==> config.mk <==
export PLATFORM = sky130hd
export DESIGN_NAME = iua_capture_ctrl
export DESIGN_NICKNAME = d
export VERILOG_FILES = /design/src/rtl/iua_capture_ctrl.sv
export SDC_FILE = /design/constraint.sdc
export NUM_CORES = 1
export LEC_CHECK = 0
export CORE_MARGIN = 2
export CORE_UTILIZATION = 40
export DETAILED_ROUTE_END_ITERATION = 7
export PLACE_DENSITY = 0.7
export SYNTH_ARGS = -nofsm -noshare
export SYNTH_HDL_FRONTEND = slang
export SYNTH_SLANG_ARGS = --single-unit
==> constraint.sdc <==
create_clock -name clk_samp -period 5.3 [get_ports clk_samp]
set_input_delay 0.53 -clock clk_samp [delete_from_list [all_inputs] [get_ports clk_samp]]
set_output_delay 0.53 -clock clk_samp [all_outputs]
set_load 0.03 [all_outputs]
==> src/rtl/iua_capture_ctrl.sv <==
// Capture sequencer: packs {dp,dn} line samples into bytes and writes them into a ring.
// Runs the fill, arm, trigger and post phases, then reports the captured window.
module iua_capture_ctrl #(
   parameter int AW = 11
) (
   input  logic          clk_samp,
   input  logic          rst,
   input  logic          in_dp,
   input  logic          in_dn,
   input  logic          in_valid,
   input  logic          cmd_arm,
   input  logic          cmd_abort,
   input  logic          trig_force,
   input  logic [AW-1:0] cfg_pre,
   input  logic [AW:0]   cfg_post,
   input  logic [1:0]    cfg_mode,
   output logic [AW-1:0] mem_waddr,
   output logic [7:0]    mem_wdata,
   output logic          mem_we,
   output logic          stat_busy,
   output logic          stat_armed,
   output logic          stat_triggered,
   output logic          stat_done,
   output logic [AW-1:0] trig_addr,
   output logic [1:0]    trig_phase,
   output logic [AW-1:0] rd_start,
   output logic [AW:0]   rd_len
);

   typedef enum logic [2:0] {
      S_IDLE, S_FILL, S_ARMED, S_POST, S_DONE
   } state_t;

   localparam logic [AW-1:0] ONE_A = AW'(1);
   localparam logic [AW:0]   ONE_L = (AW+1)'(1);

   state_t        state_q, state_d;
   logic [AW-1:0] wr_ptr_q, wr_ptr_d;
   logic [1:0]    pack_cnt_q, pack_cnt_d;
   logic [5:0]    pack_q, pack_d;
   logic [1:0]    prev_q, prev_d;
   logic [AW:0]   cnt_q, cnt_d;
   logic [AW-1:0] pre_q, pre_d;
   logic [AW:0]   post_q, post_d;
   logic [1:0]    mode_q, mode_d;
   logic          mem_we_q, mem_we_d;
   logic [AW-1:0] mem_waddr_q, mem_waddr_d;
   logic [7:0]    mem_wdata_q, mem_wdata_d;
   logic [AW-1:0] trig_addr_q, trig_addr_d;
   logic [1:0]    trig_phase_q, trig_phase_d;
   logic [AW-1:0] rd_start_q, rd_start_d;
   logic [AW:0]   rd_len_q, rd_len_d;

   logic [1:0]    smp;
   logic          busy, take, word_done, cond, trig_hit, arm_ok;
   logic [AW:0]   room, post_min, post_eff;

   assign smp       = {in_dp, in_dn};
   assign busy      = (state_q == S_FILL) || (state_q == S_ARMED) || (state_q == S_POST);
   assign take      = busy && in_valid;
   assign word_done = take && (pack_cnt_q == 2'd3);
   assign arm_ok    = cmd_arm && !cmd_abort && ((state_q == S_IDLE) || (state_q == S_DONE));

   // Post length is at least one word and never lets the window exceed the ring.
   assign room      = {1'b1, {AW{1'b0}}} - {1'b0, cfg_pre};
   assign post_min  = (cfg_post == '0) ? ONE_L : cfg_post;
   assign post_eff  = (post_min > room) ? room : post_min;

   // Trigger condition for the current sample against the previous valid one.
   always_comb begin
      cond = 1'b0;
      case (mode_q)
         2'd0:    cond = (smp != prev_q);
         2'd1:    cond = (smp == 2'b00) && (prev_q != 2'b00);
         2'd2:    cond = 1'b1;
         default: cond = 1'b0;
      endcase
   end

   assign trig_hit = (state_q == S_ARMED) && in_valid && (trig_force || cond);

   // Next-state logic: packing, phase sequencing, arm and abort.
   always_comb begin
      state_d      = state_q;
      wr_ptr_d     = wr_ptr_q;
      pack_cnt_d   = pack_cnt_q;
      pack_d       = pack_q;
      prev_d       = prev_q;
      cnt_d        = cnt_q;
      pre_d        = pre_q;
      post_d       = post_q;
      mode_d       = mode_q;
      mem_we_d     = 1'b0;
      mem_waddr_d  = mem_waddr_q;
      mem_wdata_d  = mem_wdata_q;
      trig_addr_d  = trig_addr_q;
      trig_phase_d = trig_phase_q;
      rd_start_d   = rd_start_q;
      rd_len_d     = rd_len_q;

      if (take) begin
         pack_cnt_d = pack_cnt_q + 2'd1;
         prev_d     = smp;
         case (pack_cnt_q)
            2'd0: pack_d[1:0] = smp;
            2'd1: pack_d[3:2] = smp;
            2'd2: pack_d[5:4] = smp;
            default: begin
               mem_we_d    = 1'b1;
               mem_waddr_d = wr_ptr_q;
               mem_wdata_d = {smp, pack_q};
               wr_ptr_d    = wr_ptr_q + ONE_A;
               cnt_d       = cnt_q + ONE_L;
            end
         endcase
      end

      case (state_q)
         S_IDLE, S_DONE: begin
            if (arm_ok) begin
               pre_d      = cfg_pre;
               post_d     = post_eff;
               mode_d     = cfg_mode;
               wr_ptr_d   = '0;
               pack_cnt_d = 2'd0;
               cnt_d      = '0;
               prev_d     = 2'b01;
               state_d    = (cfg_pre != '0) ? S_FILL : S_ARMED;
            end
         end
         S_FILL: begin
            if (mem_we_q && (cnt_q == {1'b0, pre_q}))
               state_d = S_ARMED;
         end
         S_ARMED: begin
            if (trig_hit) begin
               state_d      = S_POST;
               trig_addr_d  = wr_ptr_q;
               trig_phase_d = pack_cnt_q;
               cnt_d        = word_done ? ONE_L : '0;
            end
         end
         S_POST: begin
            if (mem_we_q && (cnt_q == post_q)) begin
               state_d    = S_DONE;
               rd_start_d = trig_addr_q - pre_q;
               rd_len_d   = {1'b0, pre_q} + post_q;
            end
         end
         default: state_d = S_IDLE;
      endcase

      if (cmd_abort) begin
         state_d      = S_IDLE;
         mem_we_d     = 1'b0;
         pack_cnt_d   = 2'd0;
         trig_addr_d  = trig_addr_q;
         trig_phase_d = trig_phase_q;
         rd_start_d   = rd_start_q;
         rd_len_d     = rd_len_q;
      end
   end

   // State and datapath registers.
   always_ff @(posedge clk_samp) begin
      if (rst) begin
         state_q      <= S_IDLE;
         wr_ptr_q     <= '0;
         pack_cnt_q   <= 2'd0;
         pack_q       <= '0;
         prev_q       <= 2'b00;
         cnt_q        <= '0;
         pre_q        <= '0;
         post_q       <= '0;
         mode_q       <= 2'd0;
         mem_we_q     <= 1'b0;
         mem_waddr_q  <= '0;
         mem_wdata_q  <= '0;
         trig_addr_q  <= '0;
         trig_phase_q <= 2'd0;
         rd_start_q   <= '0;
         rd_len_q     <= '0;
      end else begin
         state_q      <= state_d;
         wr_ptr_q     <= wr_ptr_d;
         pack_cnt_q   <= pack_cnt_d;
         pack_q       <= pack_d;
         prev_q       <= prev_d;
         cnt_q        <= cnt_d;
         pre_q        <= pre_d;
         post_q       <= post_d;
         mode_q       <= mode_d;
         mem_we_q     <= mem_we_d;
         mem_waddr_q  <= mem_waddr_d;
         mem_wdata_q  <= mem_wdata_d;
         trig_addr_q  <= trig_addr_d;
         trig_phase_q <= trig_phase_d;
         rd_start_q   <= rd_start_d;
         rd_len_q     <= rd_len_d;
      end
   end

   assign mem_we         = mem_we_q;
   assign mem_waddr      = mem_waddr_q;
   assign mem_wdata      = mem_wdata_q;
   assign stat_busy      = busy;
   assign stat_armed     = (state_q == S_ARMED);
   assign stat_triggered = (state_q == S_POST) || (state_q == S_DONE);
   assign stat_done      = (state_q == S_DONE);
   assign trig_addr      = trig_addr_q;
   assign trig_phase     = trig_phase_q;
   assign rd_start       = rd_start_q;
   assign rd_len         = rd_len_q;

endmodule
==> notes.md <==
Latest figures from synthesis and place and route.

The pin count of the biggest net entering global routing is 85. For the worst reg-to-reg path, the endpoint reported by OpenROAD is cnt_q[0]. Per the log, the first TritonRoute iteration ended with a DRC count of 301. Per the detail_route report, vias per standard cell equal between 5 and 6. The number of max-capacitance violations reported is 0.

The startpoint of the tightest hold check path is mem_wdata[0]. Routing resource usage on met1 recorded by global route was 0.267. The longest clock path from root to sink contains 2 buffers. The remaining antenna violation count is 0. The power per unit of standard cell area is 287 nW/µm².

The floorplan utilization is 0.411. At the end of the flow, the number of nets in the layout was 921. For this run, global-route usage on met2 was measured as 0.320. The main area contributors are dfxtp_1 (37%), ha_1 (7.9%), nand2_1 (7.2%). The prevailing post-synth register cell is dfxtp_1. The later pin in the worst-skew pair is clocked with a latency of approximately 0.42 ns. The final RePlAce weighted congestion is 0.911. The die is 130 µm wide. A synthesized cell averages 8.07 µm². The critical path starts at cfg_pre[2].

The number of detailed-routing iterations run before antenna repair is 4. Per the post-synthesis report, the nets total 856. Counting endpoints that fail hold in the final report gives 0. The end point of the most critical hold path is mem_wdata[0].

The initial antenna violation count is 0. The run finished with clean final reports. The overall chip area is 16800 µm². Looking at the clock tree report, the H-tree level count equals 4. After floorplanning, the core was divided into 45 placement rows. The number of synthesized flops with an enable pin is 0. The overall overflow remaining after global route is 0. The fraction of registers with async set/reset is 0. The OpenROAD warning count is 29. According to the timing report, the data required time at the worst endpoint equals roughly 5.6 ns. Across all register-to-register paths, the minimum setup slack is 2.46 ns.

The via count of the first global-routing pass was 5233. The netlist area before placement is 6300 µm². The portion of the clock cycle consumed by the worst path in the final layout is 0.685. Per the post-synthesis report, the number of cells in the design is 781.

STA lists the startpoint of the worst register-to-register path as state_q[1]. The highest ir drop seen on vdd is 0.000206 V. The total negative slack for setup checks is 0 ns. Per the slew report, the remaining headroom to the max-slew limit stands at 0.300. Data on the critical path arrives at its endpoint at 3.97 ns.

The static leakage is 2.99 nW. The number of cells on the worst hold path is 2. The worst hold-check path type is flip-flop to flip-flop.

The first global-routing pass estimated 26.2 mm of wire. Per the Yosys statistics, synthesis produced ~780 cells. The number of antenna cells inserted is 0. The number of design rule violations left after detail routing is 0.

The number of cells upsized or downsized after cts is 0. dfxtp_1 takes more of the synthesized area than any other cell. The commonest cells after synthesis are nand2_1 (121), dfxtp_1 (117), a21oi_1 (74). In the synthesis report, Yosys lists the chip area as 6300 µm².

The type of the worst setup path is input port to flip-flop. The worst-path maximum fanout is 5. The portion of synthesized cell area occupied by the leading cell type is 0.372.

The clock edge transition at the registers on the reported setup and hold paths is about 0.060 ns. The total number of yosys warnings is 0. For reference, the critical path is captured by post_q[9]. In the placement report, post-DP HPWL is listed as roughly 11 mm.

The endpoint class of the critical path is a flip-flop. The final max-slew violation count recorded for this run is 0. The register bit count reported by yosys is 117.

The most used routing layer in global routing is met2. The post-synthesis cell type with the largest instance count is nand2_1. The share of synthesized area occupied by flip-flops and latches is 0.372. After layout, the minimum clock period comes to between 3 and 4 ns. In the final layout, the share of cells above drive strength 1 is 0.0512. Setup repair after global routing left no endpoint under its margin. The final report gives the core utilization as 0.515. The tally of unique sky130hd cells used after synthesis is 51. The post-CTS repair timing setup buffer count is 0. The final setup violation count is 0. Clock tree synthesis selected as its root buffer the cell clkbuf_16. The worst reg2reg path depth is 5.

The number of buffers created by CTS is 17. The floorplan report gives the top-level pin count as 93. In this build the clock could be raised as far as 0.276 GHz. The worst setup path is launched from an input port. Buffers inserted to repair hold after CTS numbered 0. The transition at the pin with the smallest max-transition slack is 1.05 ns.

The tally of buffers added on design ports is between 90 and 100. TritonCTS built the clock tree. In this run the layout overhead on the synthesized area is reported as 25.1%. The global routing report lists met3 layer usage as 0.0347.
[metrics by stage]
stage / cells / total power [mW] / hold WS, ns / setup slack [ns] / instance area [µm²]
4_1_cts: 1070 / 2.28 / 0.451 / 1.67 / 7880
5_1_grt: 1070 / 2.35 / 0.466 / 1.20 / 7880
3_5_place_dp: 1038 / 1.17 / 0.445 / 1.23 / 7310
3_3_place_gp: 1038 / 1.16 / 0.440 / 1.26 / 7310
6_report: 1070 / 2.26 / 0.451 / 1.67 / 7880
2_1_floorplan: 781 / 1.09 / 0.432 / 1.94 / 6300
[cell usage in the layout (no fill, tap or decap), types with 4 or more instances in the layout]
cell type | synthesis | layout
nand4_1 | 14 | 14
dfxtp_1 | 117 | 117
a31oi_1 | 4 | 4
or3_1 | 8 | 8
o21a_1 | 6 | 6
nand3b_1 | 8 | 8
nand3_1 | 18 | 18
nor3_1 | 23 | 22
xor2_1 | 18 | 18
ha_1 | 40 | 40
and3_1 | 16 | 16
nor4_1 | 18 | 18
nand2b_1 | 5 | 5
xnor2_1 | 44 | 44
inv_6 | 0 | 4
clkbuf_16 | 0 | 17
nor2b_1 | 6 | 6
nor2_1 | 68 | 68
clkdlybuf4s50_1 | 0 | 91
buf_4 | 0 | 5
nand2_1 | 121 | 121
a21oi_1 | 74 | 74
mux2i_1 | 23 | 23
inv_1 | 24 | 24
clkinv_4 | 0 | 4
a211oi_1 | 8 | 8
o21ai_0 | 29 | 29
[logic make-up after synthesis]
family | Yosys count | synth area share
multiplexers | 23 | 0.0365
adder cells (fa/ha/maj) | 42 | 0.0858
XOR/XNOR | 62 | 0.0862
buffers and inverters | 75 | 0.0483
AND/OR/NAND/NOR | 320 | 0.240
AND-OR/OR-AND | 142 | 0.132
flip-flops | 117 | 0.372
[state kept, by name, indices dropped and copies added (netlist names), 3 cells and up]
| register | flops |
|---|---|
| state_q | 3 |
| mem_wdata | 8 |
| rd_len | 12 |
| mem_waddr | 11 |
| pack_q | 6 |
| post_q | 12 |
| wr_ptr_q | 11 |
| pre_q | 11 |
| rd_start | 11 |
| cnt_q | 12 |
| trig_addr | 11 |
[worst max-delay path, stage by stage]
cell	delay, ns
clkdlybuf4s50_1	0.49
nor4_1	0.45
nor4b_1	0.59
nand2_1	0.14
xnor2_1	0.17
ha_1	0.31
nand4_1	0.13
a211o_1	0.31
and3_1	0.20
or4_1	0.47
a31oi_1	0.17
[final cells by class]
type,count,area [µm²]
Clock inverter,15,148
Multi-Input combinational cell,589,3660
Fill cell,1478,7430
Inverter,24,90.1
Clock buffer,17,425
Timing Repair Buffer,97,953
Tap cell,211,264
Sequential cell,117,2340
[power breakdown]
group / total [mW] / internal [mW] / switching (mW)
combinational: 0.233 / 0.102 / 0.131
clock: 1.11 / 0.657 / 0.457
sequential: 0.917 / 0.895 / 0.0224
total: 2.26 / 1.65 / 0.610
[per-layer routing]
metal | share of wire | wire length (µm)
met3 | 0.043 | 679
met5 | 0 | 0
met1 | 0.49 | 7660
met4 | 0.017 | 273
met2 | 0.45 | 7170
Fig. 1: signal wires by layer
Scale: 4 px per µm.
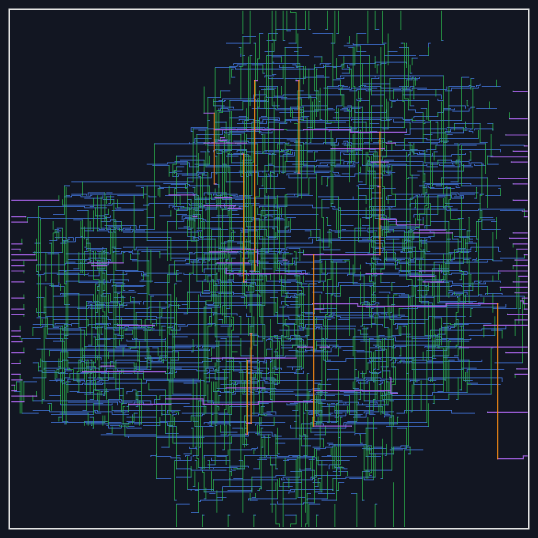
purple -> metal 3  # wire length 680 µm
orange -> metal 4  # wire length 273 µm
green -> metal 2  # wire length 7170 µm
blue -> metal 1  # wire length 7660 µm
average wire per cell in the routed design: 14.7 µm
total wire length: 15.8 mm
GRT Overall Usage: 0.196
total number of vias: 5595

Fig. 2: supply network
Scale: 3 px per µm. Pins as bars on the die edge.
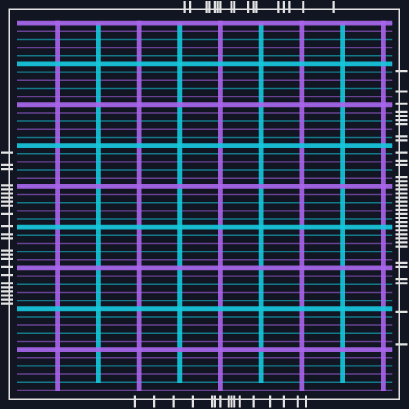
cyan -> VDD
purple -> VSS
met1 rails = 46
met4 straps = 9
signal pins = 93
met5 straps = 9
total core area: 15300 µm²
vertical die dimension: 130 µm

Fig. 3: clock wiring as the flow saved it
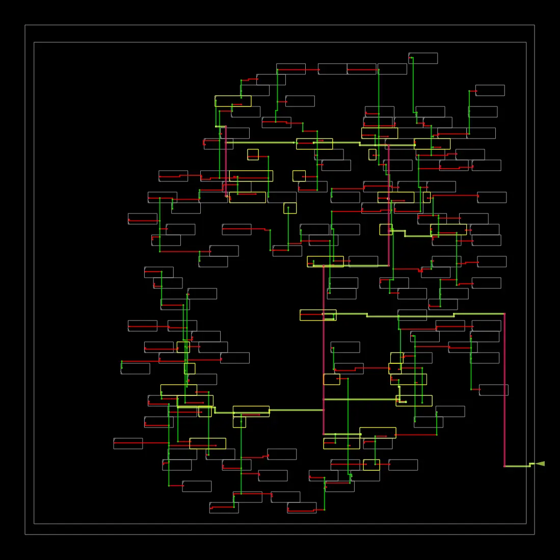
Num Clock Sinks: 117
final setup skew: 0.00670 ns
clock tree buffer count of the final layout: 17
power of the clock network: 1.11 mW
sequential cells: 117

Fig. 4: logic cells by family
Scale: 2 px per µm.
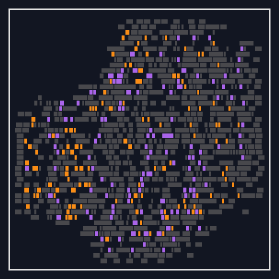
purple -> inverting AOI/OAI gates  # cells 126, most used a21oi_1
orange -> NOR gates  # cells 119, most used nor2_1

Power figures rest on the tool's default switching activity, not on a simulated workload.
